$ cat src/rtl/cpu_pkg.sv
// rtl/cpu_pkg.sv - shared opcode/state types and constants for the 9-bit CPU
package cpu_pkg;

    typedef enum logic [2:0] {
        OP_AND = 3'b000,
        OP_XOR = 3'b001,
        OP_SHL = 3'b010,
        OP_SHR = 3'b011,
        OP_ADD = 3'b100,
        OP_LW  = 3'b101,
        OP_SW  = 3'b110,
        OP_BR  = 3'b111
    } opcode_t;

    typedef enum logic [2:0] {
        S_IDLE   = 3'd0,
        S_FETCH  = 3'd1,
        S_DECODE = 3'd2,
        S_EXEC   = 3'd3,
        S_MEM    = 3'd4,
        S_WB     = 3'd5,
        S_HALT   = 3'd6
    } seq_state_t;

    localparam logic [8:0] HALT_IR = 9'b111_000000;

    function automatic logic is_mem_op(input opcode_t op);
        return (op == OP_LW) || (op == OP_SW);
    endfunction

endpackage

$ cat src/rtl/cpu_sequencer_if.sv
// rtl/cpu_sequencer_if.sv - ROM, datapath and data-memory signals seen by the sequencer
interface cpu_sequencer_if #(
    parameter int PC_W = 10
);
    logic [PC_W-1:0] pc_o;
    logic [8:0]      instr_i;
    logic            br_cond_i;
    logic            mem_ack_i;
    logic [8:0]      ir_o;
    logic            rf_we_o;
    logic            mem_req_o;
    logic            mem_we_o;
    logic            busy_o;
    logic            done_o;
    logic [2:0]      state_o;

    modport master (
        output pc_o, ir_o, rf_we_o, mem_req_o, mem_we_o, busy_o, done_o, state_o,
        input  instr_i, br_cond_i, mem_ack_i
    );

    modport slave (
        input  pc_o, ir_o, rf_we_o, mem_req_o, mem_we_o, busy_o, done_o, state_o,
        output instr_i, br_cond_i, mem_ack_i
    );
endinterface

$ cat src/rtl/seq_perf_counters.sv
// rtl/seq_perf_counters.sv - saturating busy-cycle and retired-instruction counters
module seq_perf_counters (
    input  logic        clk,
    input  logic        reset,
    input  logic        i_clr,
    input  logic        i_busy,
    input  logic        i_retire,
    output logic [31:0] o_cyc_cnt,
    output logic [31:0] o_ret_cnt
);
    logic [31:0] r_cyc_cnt;
    logic [31:0] r_ret_cnt;

    always_ff @(posedge clk) begin
        if (reset || i_clr) begin
            r_cyc_cnt <= '0;
            r_ret_cnt <= '0;
        end else begin
            if (i_busy && (r_cyc_cnt != 32'hFFFF_FFFF)) begin
                r_cyc_cnt <= r_cyc_cnt + 32'd1;
            end
            if (i_retire && (r_ret_cnt != 32'hFFFF_FFFF)) begin
                r_ret_cnt <= r_ret_cnt + 32'd1;
            end
        end
    end

    assign o_cyc_cnt = r_cyc_cnt;
    assign o_ret_cnt = r_ret_cnt;
endmodule

$ cat src/rtl/cpu_sequencer.sv
// rtl/cpu_sequencer.sv - multi-cycle FETCH/DECODE/EXEC/MEM/WB sequencer owning PC and IR
// Optional SEQ_PERF_CNT_EN adds cyc_cnt_o/ret_cnt_o performance counters.
module cpu_sequencer
    import cpu_pkg::*;
#(
    parameter int PC_W = 10
) (
    input  logic                 clk,
    input  logic                 reset,
    input  logic                 start,
    cpu_sequencer_if.master      bus
`ifdef SEQ_PERF_CNT_EN
    ,
    output logic [31:0]          cyc_cnt_o,
    output logic [31:0]          ret_cnt_o
`endif
);
    seq_state_t      r_state;
    seq_state_t      w_next_state;
    logic [PC_W-1:0] r_pc;
    logic [PC_W-1:0] w_next_pc;
    logic [8:0]      r_ir;
    logic [8:0]      w_next_ir;
    opcode_t         w_op;
    logic [PC_W-1:0] w_pc_inc;
    logic [PC_W-1:0] w_br_off;
    logic [PC_W-1:0] w_br_target;
    logic            w_rf_we;
    logic            w_mem_req;
    logic            w_mem_we;
    logic            w_busy;
    logic            w_done;

    assign w_op        = opcode_t'(r_ir[8:6]);
    assign w_pc_inc    = r_pc + PC_W'(1);
    // Offset is relative to the branch's own PC; sign extension also handles PC_W < 6.
    assign w_br_off    = PC_W'($signed(r_ir[5:0]));
    assign w_br_target = r_pc + w_br_off;

    always_ff @(posedge clk) begin
        if (reset) begin
            r_state <= S_IDLE;
            r_pc    <= '0;
            r_ir    <= '0;
        end else begin
            r_state <= w_next_state;
            r_pc    <= w_next_pc;
            r_ir    <= w_next_ir;
        end
    end

    always_comb begin
        w_next_state = r_state;
        w_next_pc    = r_pc;
        w_next_ir    = r_ir;
        w_rf_we      = 1'b0;
        w_mem_req    = 1'b0;
        w_mem_we     = 1'b0;
        w_busy       = 1'b0;
        w_done       = 1'b0;
        case (r_state)
            S_IDLE: begin
                if (start) begin
                    w_next_state = S_FETCH;
                    w_next_pc    = '0;
                end
            end
            S_FETCH: begin
                w_busy       = 1'b1;
                w_next_ir    = bus.instr_i;
                w_next_state = (bus.instr_i == HALT_IR) ? S_HALT : S_DECODE;
            end
            S_DECODE: begin
                w_busy       = 1'b1;
                w_next_state = S_EXEC;
            end
            S_EXEC: begin
                w_busy = 1'b1;
                if (is_mem_op(w_op)) begin
                    w_next_state = S_MEM;
                end else if (w_op == OP_BR) begin
                    w_next_pc    = bus.br_cond_i ? w_br_target : w_pc_inc;
                    w_next_state = S_FETCH;
                end else begin
                    w_next_state = S_WB;
                end
            end
            S_MEM: begin
                w_busy    = 1'b1;
                w_mem_req = 1'b1;
                w_mem_we  = (w_op == OP_SW);
                if (bus.mem_ack_i) begin
                    if (w_op == OP_SW) begin
                        w_next_pc    = w_pc_inc;
                        w_next_state = S_FETCH;
                    end else begin
                        w_next_state = S_WB;
                    end
                end
            end
            S_WB: begin
                w_busy       = 1'b1;
                w_rf_we      = 1'b1;
                w_next_pc    = w_pc_inc;
                w_next_state = S_FETCH;
            end
            S_HALT: begin
                w_done = 1'b1;
                if (start) begin
                    w_next_state = S_FETCH;
                    w_next_pc    = '0;
                end
            end
            default: begin
                w_next_state = S_IDLE;
            end
        endcase
    end

    assign bus.pc_o      = r_pc;
    assign bus.ir_o      = r_ir;
    assign bus.rf_we_o   = w_rf_we;
    assign bus.mem_req_o = w_mem_req;
    assign bus.mem_we_o  = w_mem_we;
    assign bus.busy_o    = w_busy;
    assign bus.done_o    = w_done;
    assign bus.state_o   = r_state;

`ifdef SEQ_PERF_CNT_EN
    logic w_start_acc;
    logic w_retire;

    assign w_start_acc = start && ((r_state == S_IDLE) || (r_state == S_HALT));
    // Every instruction retires in its final cycle, including the HALT fetch.
    assign w_retire    = (r_state == S_WB)
                       || ((r_state == S_MEM) && bus.mem_ack_i && (w_op == OP_SW))
                       || ((r_state == S_EXEC) && (w_op == OP_BR))
                       || ((r_state == S_FETCH) && (bus.instr_i == HALT_IR));

    seq_perf_counters u_perf (
        .clk       (clk),
        .reset     (reset),
        .i_clr     (w_start_acc),
        .i_busy    (w_busy),
        .i_retire  (w_retire),
        .o_cyc_cnt (cyc_cnt_o),
        .o_ret_cnt (ret_cnt_o)
    );
`endif
endmodule

$ cat src/flat_wrapper.sv
// flat-port wrapper written by rule: the top's interface ports become plain ports
module cpu_sequencer_flat import cpu_pkg::*;
#(
    parameter int PC_W = 10
)
  (clk, reset, start, bus_pc_o, bus_ir_o, bus_rf_we_o, bus_mem_req_o, bus_mem_we_o, bus_busy_o, bus_done_o, bus_state_o, bus_instr_i, bus_br_cond_i, bus_mem_ack_i);
  cpu_sequencer_if #(.PC_W(PC_W)) bus_i ();
  input  logic clk;
  input  logic reset;
  input  logic start;
  output wire logic [$bits(bus_i.pc_o)-1:0] bus_pc_o;
  output wire logic [$bits(bus_i.ir_o)-1:0] bus_ir_o;
  output wire logic [$bits(bus_i.rf_we_o)-1:0] bus_rf_we_o;
  output wire logic [$bits(bus_i.mem_req_o)-1:0] bus_mem_req_o;
  output wire logic [$bits(bus_i.mem_we_o)-1:0] bus_mem_we_o;
  output wire logic [$bits(bus_i.busy_o)-1:0] bus_busy_o;
  output wire logic [$bits(bus_i.done_o)-1:0] bus_done_o;
  output wire logic [$bits(bus_i.state_o)-1:0] bus_state_o;
  input wire logic [$bits(bus_i.instr_i)-1:0] bus_instr_i;
  input wire logic [$bits(bus_i.br_cond_i)-1:0] bus_br_cond_i;
  input wire logic [$bits(bus_i.mem_ack_i)-1:0] bus_mem_ack_i;
  assign bus_pc_o = bus_i.pc_o;
  assign bus_ir_o = bus_i.ir_o;
  assign bus_rf_we_o = bus_i.rf_we_o;
  assign bus_mem_req_o = bus_i.mem_req_o;
  assign bus_mem_we_o = bus_i.mem_we_o;
  assign bus_busy_o = bus_i.busy_o;
  assign bus_done_o = bus_i.done_o;
  assign bus_state_o = bus_i.state_o;
  assign bus_i.instr_i = bus_instr_i;
  assign bus_i.br_cond_i = bus_br_cond_i;
  assign bus_i.mem_ack_i = bus_mem_ack_i;
  cpu_sequencer #(.PC_W(PC_W)) u_core (.clk(clk), .reset(reset), .start(start), .bus(bus_i));
endmodule
$ cat config.mk
export PLATFORM = sky130hd
export DESIGN_NAME = cpu_sequencer_flat
export DESIGN_NICKNAME = d
export VERILOG_FILES = /design/src/rtl/cpu_pkg.sv /design/src/rtl/cpu_sequencer_if.sv /design/src/rtl/seq_perf_counters.sv /design/src/rtl/cpu_sequencer.sv /design/src/flat_wrapper.sv
export SDC_FILE = /design/constraint.sdc
export NUM_CORES = 1
export LEC_CHECK = 0
export CORE_ASPECT_RATIO = 0.8
export CORE_MARGIN = 10
export CORE_UTILIZATION = 44
export DETAILED_ROUTE_END_ITERATION = 8
export PLACE_DENSITY = 0.72
export SLEW_MARGIN = 20
export SYNTH_ARGS = -nofsm -noshare
export SYNTH_HDL_FRONTEND = slang
export SYNTH_HIERARCHICAL = 1
export SYNTH_SLANG_ARGS = --single-unit
$ cat constraint.sdc
create_clock -name clk -period 2.6 [get_ports clk]
set_input_delay 0.78 -clock clk [delete_from_list [all_inputs] [get_ports clk]]
set_output_delay 0.78 -clock clk [all_outputs]
set_load 0.05 [all_outputs]
run_1/cell_density.png
(3 px per um) The die is cut into 9 by 8 equal tiles; white is low, dark blue is high, 0 to 100% covered.
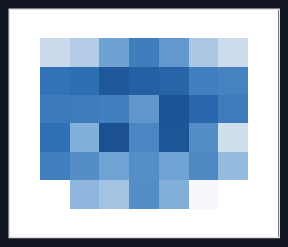
- mean over tiles: 33%
- tiles over 75% full: 9.7%
- nearly empty tiles: 44%
- emptiest ninth of the die: lower right
- densest ninth of the die: center

run_1/power_grid.png
(6 px per um) Pins as bars on the die edge.
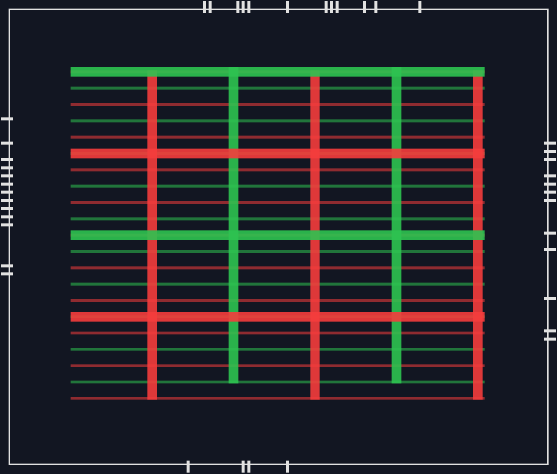
- VDD: green
- VSS: red
- signal pins: 41
- met4 straps: 5
- rows: 20

run_1/clk_routes.png
(6 px per um)
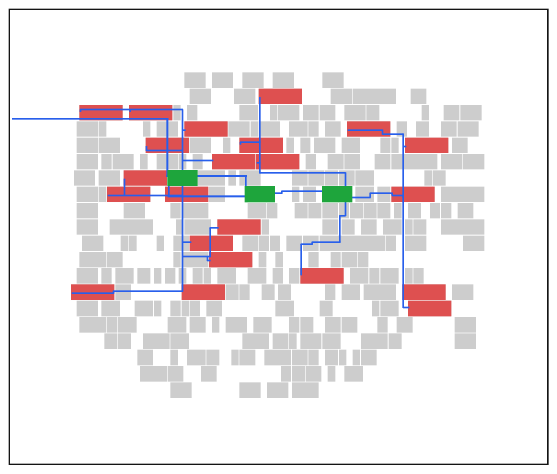
- clock wires: blue (length 296 um)
- flip-flops: red (count 22)
- clock drivers: green (count 3)
- routed clock nets: 4

==> qor.csv, run 1 <==
metric;value;unit
drt_iter0_drc;178;
end_kind;output pin;
synth.most_common_cell;nor2_1;
cts_tree;yes;
fin_crit_sh;92.8;%
timing.final.ws_setup;0.187;ns
nFillCells;357;
crit_family;buffers and inverters;
use_met2;22.0;%
synth-warning-count;6;
first_pass_iters;4;
max_cap_viol_count;0;
drive_gt1_share;12.0;%
buffers;49;
gp_congestion;0.833;
ios;41;
clock_sinks;22;
warning_count;26;
sh_seq_area;19.5;%
grt_pass1_vias;1537;
min-delay-path-class;flop to flop;
areaGrowthSynthToFinish;33.1;%
layout_top_cell;clkdlybuf4s50_1;
clk_latency;0.26;ns
fin_skew;0.000805;ns
path_clk_slew;0.08;ns
gr-usage-met1;19.0;%
avgViaCountPerCell;5.73;
syn_inst;207;
grt.total_usage;14.1;%
hold_end;u_core/bus.ir_o[0];
topCellsByArea;dfxtp_1, ha_1, mux2i_1, nor2_1, a21oi_1;
finalCriticalPeriod;2.41;ns
required;1.82;ns
status;finished clean;
reg2reg_slack;0.35;ns
r2r_start;u_core/bus.pc_o[1];
wl_met3;362;um
ys_types;52;
fp-utilization;45.3;%
top_usage_layer;met2;
clockBufferCount;3;
coreArea;0.00375;mm^2
cts_root_buf;clkbuf_8;
finish.utilization;60.3;%
relSlewSlack;63.6;%
htree_levels;1;
timing.hold.ws;0.558;ns
dp_cells;291;
synth_top_cell_by_area;dfxtp_1;
fin_area;0.00226;mm^2
chip_area;0.00677;mm^2
fmax;414;MHz
synth_top_area_share;25.9;%
rows;20;
inverters;7;
==> run 1: report_power, final <==
group | total [uW] | internal, uW | switching, uW
logic | 679 | 258 | 421
registers | 437 | 379 | 58.9
clock network | 324 | 206 | 118
==> run 1: tightest hold or removal path: stages, from the launching register on <==
cell and delay (ns):
dfxtp_1 0.36, mux2i_1 0.08, nor2_1 0.08
==> run 1: cells by family after synthesis <==
logic type / count (synthesis) / synth area share, %
AOI/OAI and AO/OA: 54 / 23.0
buffers and inverters: 16 / 4.86
and+or+nand+nor: 81 / 25.2
muxes: 10 / 5.89
adders and majority gates: 11 / 8.54
xor gates and xnor gates: 13 / 6.70
DFF: 22 / 25.9
==> run 1: flip-flops by register name, indices dropped and copies added (netlist names) <==
register / cells
u_core/bus.pc_o: 10
u_core/bus.ir_o: 9
u_core/bus.state_o: 3
run_1/congestion.png
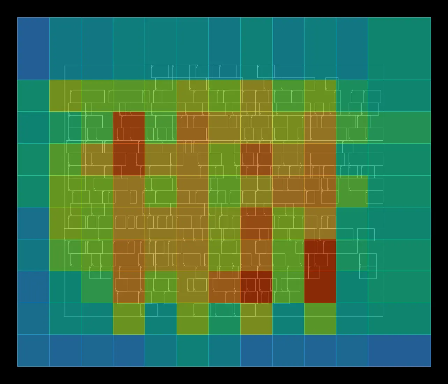

==> run 2, diff against run 1 <==
Settings changed: CELL_PAD_IN_SITES_DETAIL_PLACEMENT set to 0, CELL_PAD_IN_SITES_GLOBAL_PLACEMENT set to 1, CORE_UTILIZATION 44 to 36, PLACE_DENSITY 0.72 to not set, PLACE_DENSITY_LB_ADDON set to 0.1.
run_2/congestion.png
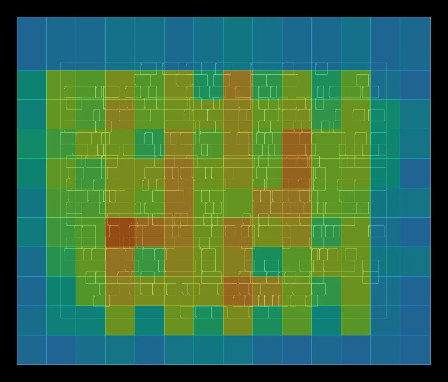
Total GRT Usage: 11.8%
met2 Usage GRT: 16.9%
met3 Use GR: 4.28%
met1 usage: 16.8%
grt peak-use layer: met2

==> run 2 against run 1 <==
Fmax barely moved; count of clock-buffer cells in the layout did not move; critical endpoint is now bus_pc_o[1]; clock power barely moved; largest power group unchanged; hold slack got worse by 0.0087 ns.
==> qor.csv, run 2 <==
metric;value;unit
relSlewSlack;64.0;%
crit_family;buffers and inverters;
drive_gt1_share;12.6;%
yosys.area_share.simple;25.2;%
areaGrowthSynthToFinish;35.9;%
ys_sh_mux;5.89;%
hold_end;u_core/bus.ir_o[0];
end_kind;output pin;
finalCriticalPeriod;2.41;ns
dp_cells;309;
avgViaCountPerCell;5.27;
first_pass_iters;4;
fin_skew;0.000985;ns
gp_congestion;0.819;
ios;41;
coreArea;0.00457;mm^2
drt_iter0_drc;92;
path_clk_slew;0.08;ns
fa_ha_area_share;8.54;%
min-delay-path-class;flop to flop;
topCellsByArea;dfxtp_1, ha_1, mux2i_1, nor2_1, a21oi_1;
timing.hold.ws;0.549;ns
cts_tree;yes;
syn_area;0.00170;mm^2
fp-utilization;37.2;%
required;1.82;ns
rows;22;
fin_crit_sh;92.8;%
p_per_area;629;mW/mm^2
max_cap_viol_count;0;
fmax;414;MHz
top_logic_kind;simple AND/OR/NAND/NOR gates;
max_stage_delay;0.80;ns
syn_inst;207;
layout_top_cell;clkdlybuf4s50_1;
ys_types;52;
total_power;1450;uW
chip_area;0.00789;mm^2
warning_count;26;
finish.utilization;50.6;%
cts_root_buf;clkbuf_8;
synth.most_common_cell;nor2_1;
synth-xor-area-share;6.70;%
timing.final.ws_setup;0.187;ns
fin_area;0.00231;mm^2
cp_max_fo;5;
r2r_start;u_core/bus.ir_o[0];
synth_nets;232;
synth_top_area_share;25.9;%
grt_pass1_vias;1506;
synth_top_cell_by_area;dfxtp_1;
max-clock-path-buffers;2;
reg2reg_slack;0.39;ns
htree_levels;1;
synth-warning-count;6;
clock_sinks;22;
aoi_share;23.0;%
crit_buf_inv;2;
status;finished clean;
largest_register_ffs;10;
clk_latency;0.26;ns
run_2/clk_routes.png
(6 px per um)
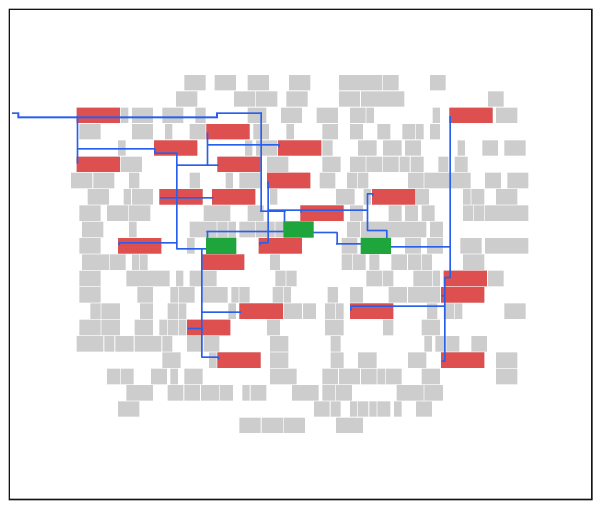
- clock drivers: green (count 3)
- clock wires: blue (length 332 um)
- flip-flops: red (count 22)
- routed clock nets: 4

[run 2: layout make-up]
type,instances,area (um^2)
fillers,488,2260
multi-input cells,169,1180
repair buffers,51,515
flip-flops and latches,22,440
well taps,60,75.1
clock buffers,3,41.3
clock inverters,1,30.0
inverters,7,26.3
[run 2: tightest hold or removal path, cell delays in order (launching register included)]
cell	delay, ns
dfxtp_1	0.34
mux2i_1	0.12
nor2_1	0.05
[run 2: routing by layer]
metal	up-vias	GRT usage (%)	wire length (um)
li1	853	-	-
met4	0	1.32	16
met1	754	16.8	2480
met3	2	4.28	307
met5	-	0	0
met2	41	16.9	2040
[run 2: power by group]
group,total (uW),internal (uW),switching [uW]
Combinational,692,271,421
Clock,324,206,118
Sequential,438,379,59.0
run_2/power_grid.png
(4 px per um) Pins as bars on the die edge.
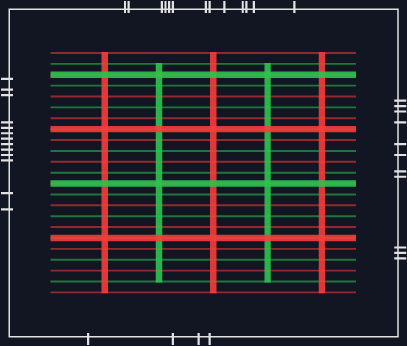

==> run 3, diff against run 2 <==
Settings changed: CORE_UTILIZATION 36 to 35, CTS_CLUSTER_DIAMETER set to 60.
run_3/power_grid.png
(4 px per um) Pins as bars on the die edge.
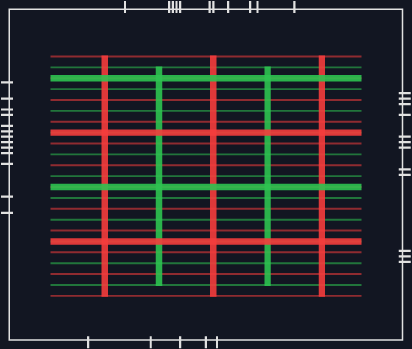
- VDD: green
- VSS: red
- met1 rails: 23
- signal pins: 41
- rows: 22
core area: 0.00465 mm^2
Die Wd: 97.9 um
Max VDD drop: 0.000296 V
Die Height: 82.3 um

run_3/congestion.png
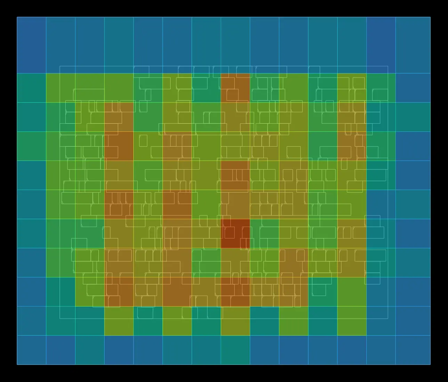
met1 usage: 17.0%
utilization after layout: 49.4%
met3 Use GR: 3.90%
met2 Usage GRT: 18.1%

==> run 3 against run 2 <==
Routed wire length is 3.2% higher; largest power group unchanged; clock skew is 0.0037 ns higher; register-to-register slack hardly changed; via count is 1.1% lower; final area is 0.54% lower; non-clock buffer count stayed put; worst setup slack better by 0.0053 ns; final cell count stayed put.
==> qor.csv, run 3 <==
metric;value;unit
status;finished clean;
crit_family;buffers and inverters;
grt_pass1_vias;1551;
drt_iter0_drc;86;
synth.most_common_cell;nor2_1;
synth_top_cell_by_area;dfxtp_1;
crit_buf_inv;2;
p_comb_share;47.3;%
clock_power_share;22.4;%
layout.area.comb;0.00118;mm^2
dominant_cells;multi-input combinational cells;
p_per_area;630;mW/mm^2
synth-warning-count;6;
grt.total_usage;12.1;%
max_cap_viol_count;0;
clock_sinks;22;
p_sw;600;uW
clk_share;3.10;%
dp_cells;309;
drive_gt1_share;12.6;%
end_kind;output pin;
buffers;51;
fin_crit_sh;92.6;%
warning_count;26;
clk_latency;0.27;ns
relSlewSlack;62.5;%
max-clock-path-buffers;2;
fin_area;0.00230;mm^2
clockBufferCount;3;
first_pass_iters;4;
tap_cells;60;
reg2reg_slack;0.38;ns
areaGrowthSynthToFinish;35.2;%
layout_top_cell;clkdlybuf4s50_1;
ios;41;
gp_congestion;0.814;
total_power;1450;uW
required;1.82;ns
synth_top_area_share;25.9;%
avgViaCountPerCell;5.21;
hold_end;u_core/bus.ir_o[2];
cts_root_buf;clkbuf_8;
powerComb;684;uW
sh_seq_area;19.2;%
sh_comb_area;51.4;%
min-delay-path-class;flop to flop;
nMultiInputCombCells;169;
syn_inst;207;
inverters;7;
max_stage_delay;0.80;ns
seq_area;440;um^2
chip_area;0.00806;mm^2
largest_register_ffs;10;
cp_max_fo;5;
timing.final.ws_setup;0.192;ns
r2r_start;u_core/bus.ir_o[0];
buffer_area_share;21.9;%
[run 3: cell families after synthesis]
logic type | count (synthesis) | synth area share, %
and+or+nand+nor | 81 | 25.2
muxes | 10 | 5.89
DFF | 22 | 25.9
AOI/OAI and AO/OA | 54 | 23.0
xor gates and xnor gates | 13 | 6.70
buffers and inverters | 16 | 4.86
adders and majority gates | 11 | 8.54
[run 3: metal layers]
layer	GRT usage [%]	wire, um	vias to the layer above
met2	18.1	2060	27
met3	3.90	216	2
li1	-	-	851
met4	1.30	8	0
met1	17.0	2710	752
met5	0	0	-
[run 3: worst min-delay path: cells and delay by family (launching register included)]
kind	cells	cell delay, ns
flip-flops	1	0.34
multiplexers	1	0.13
AND/OR/NAND/NOR	1	0.05
No activity file was given, so power comes from the tool's default toggle rates.
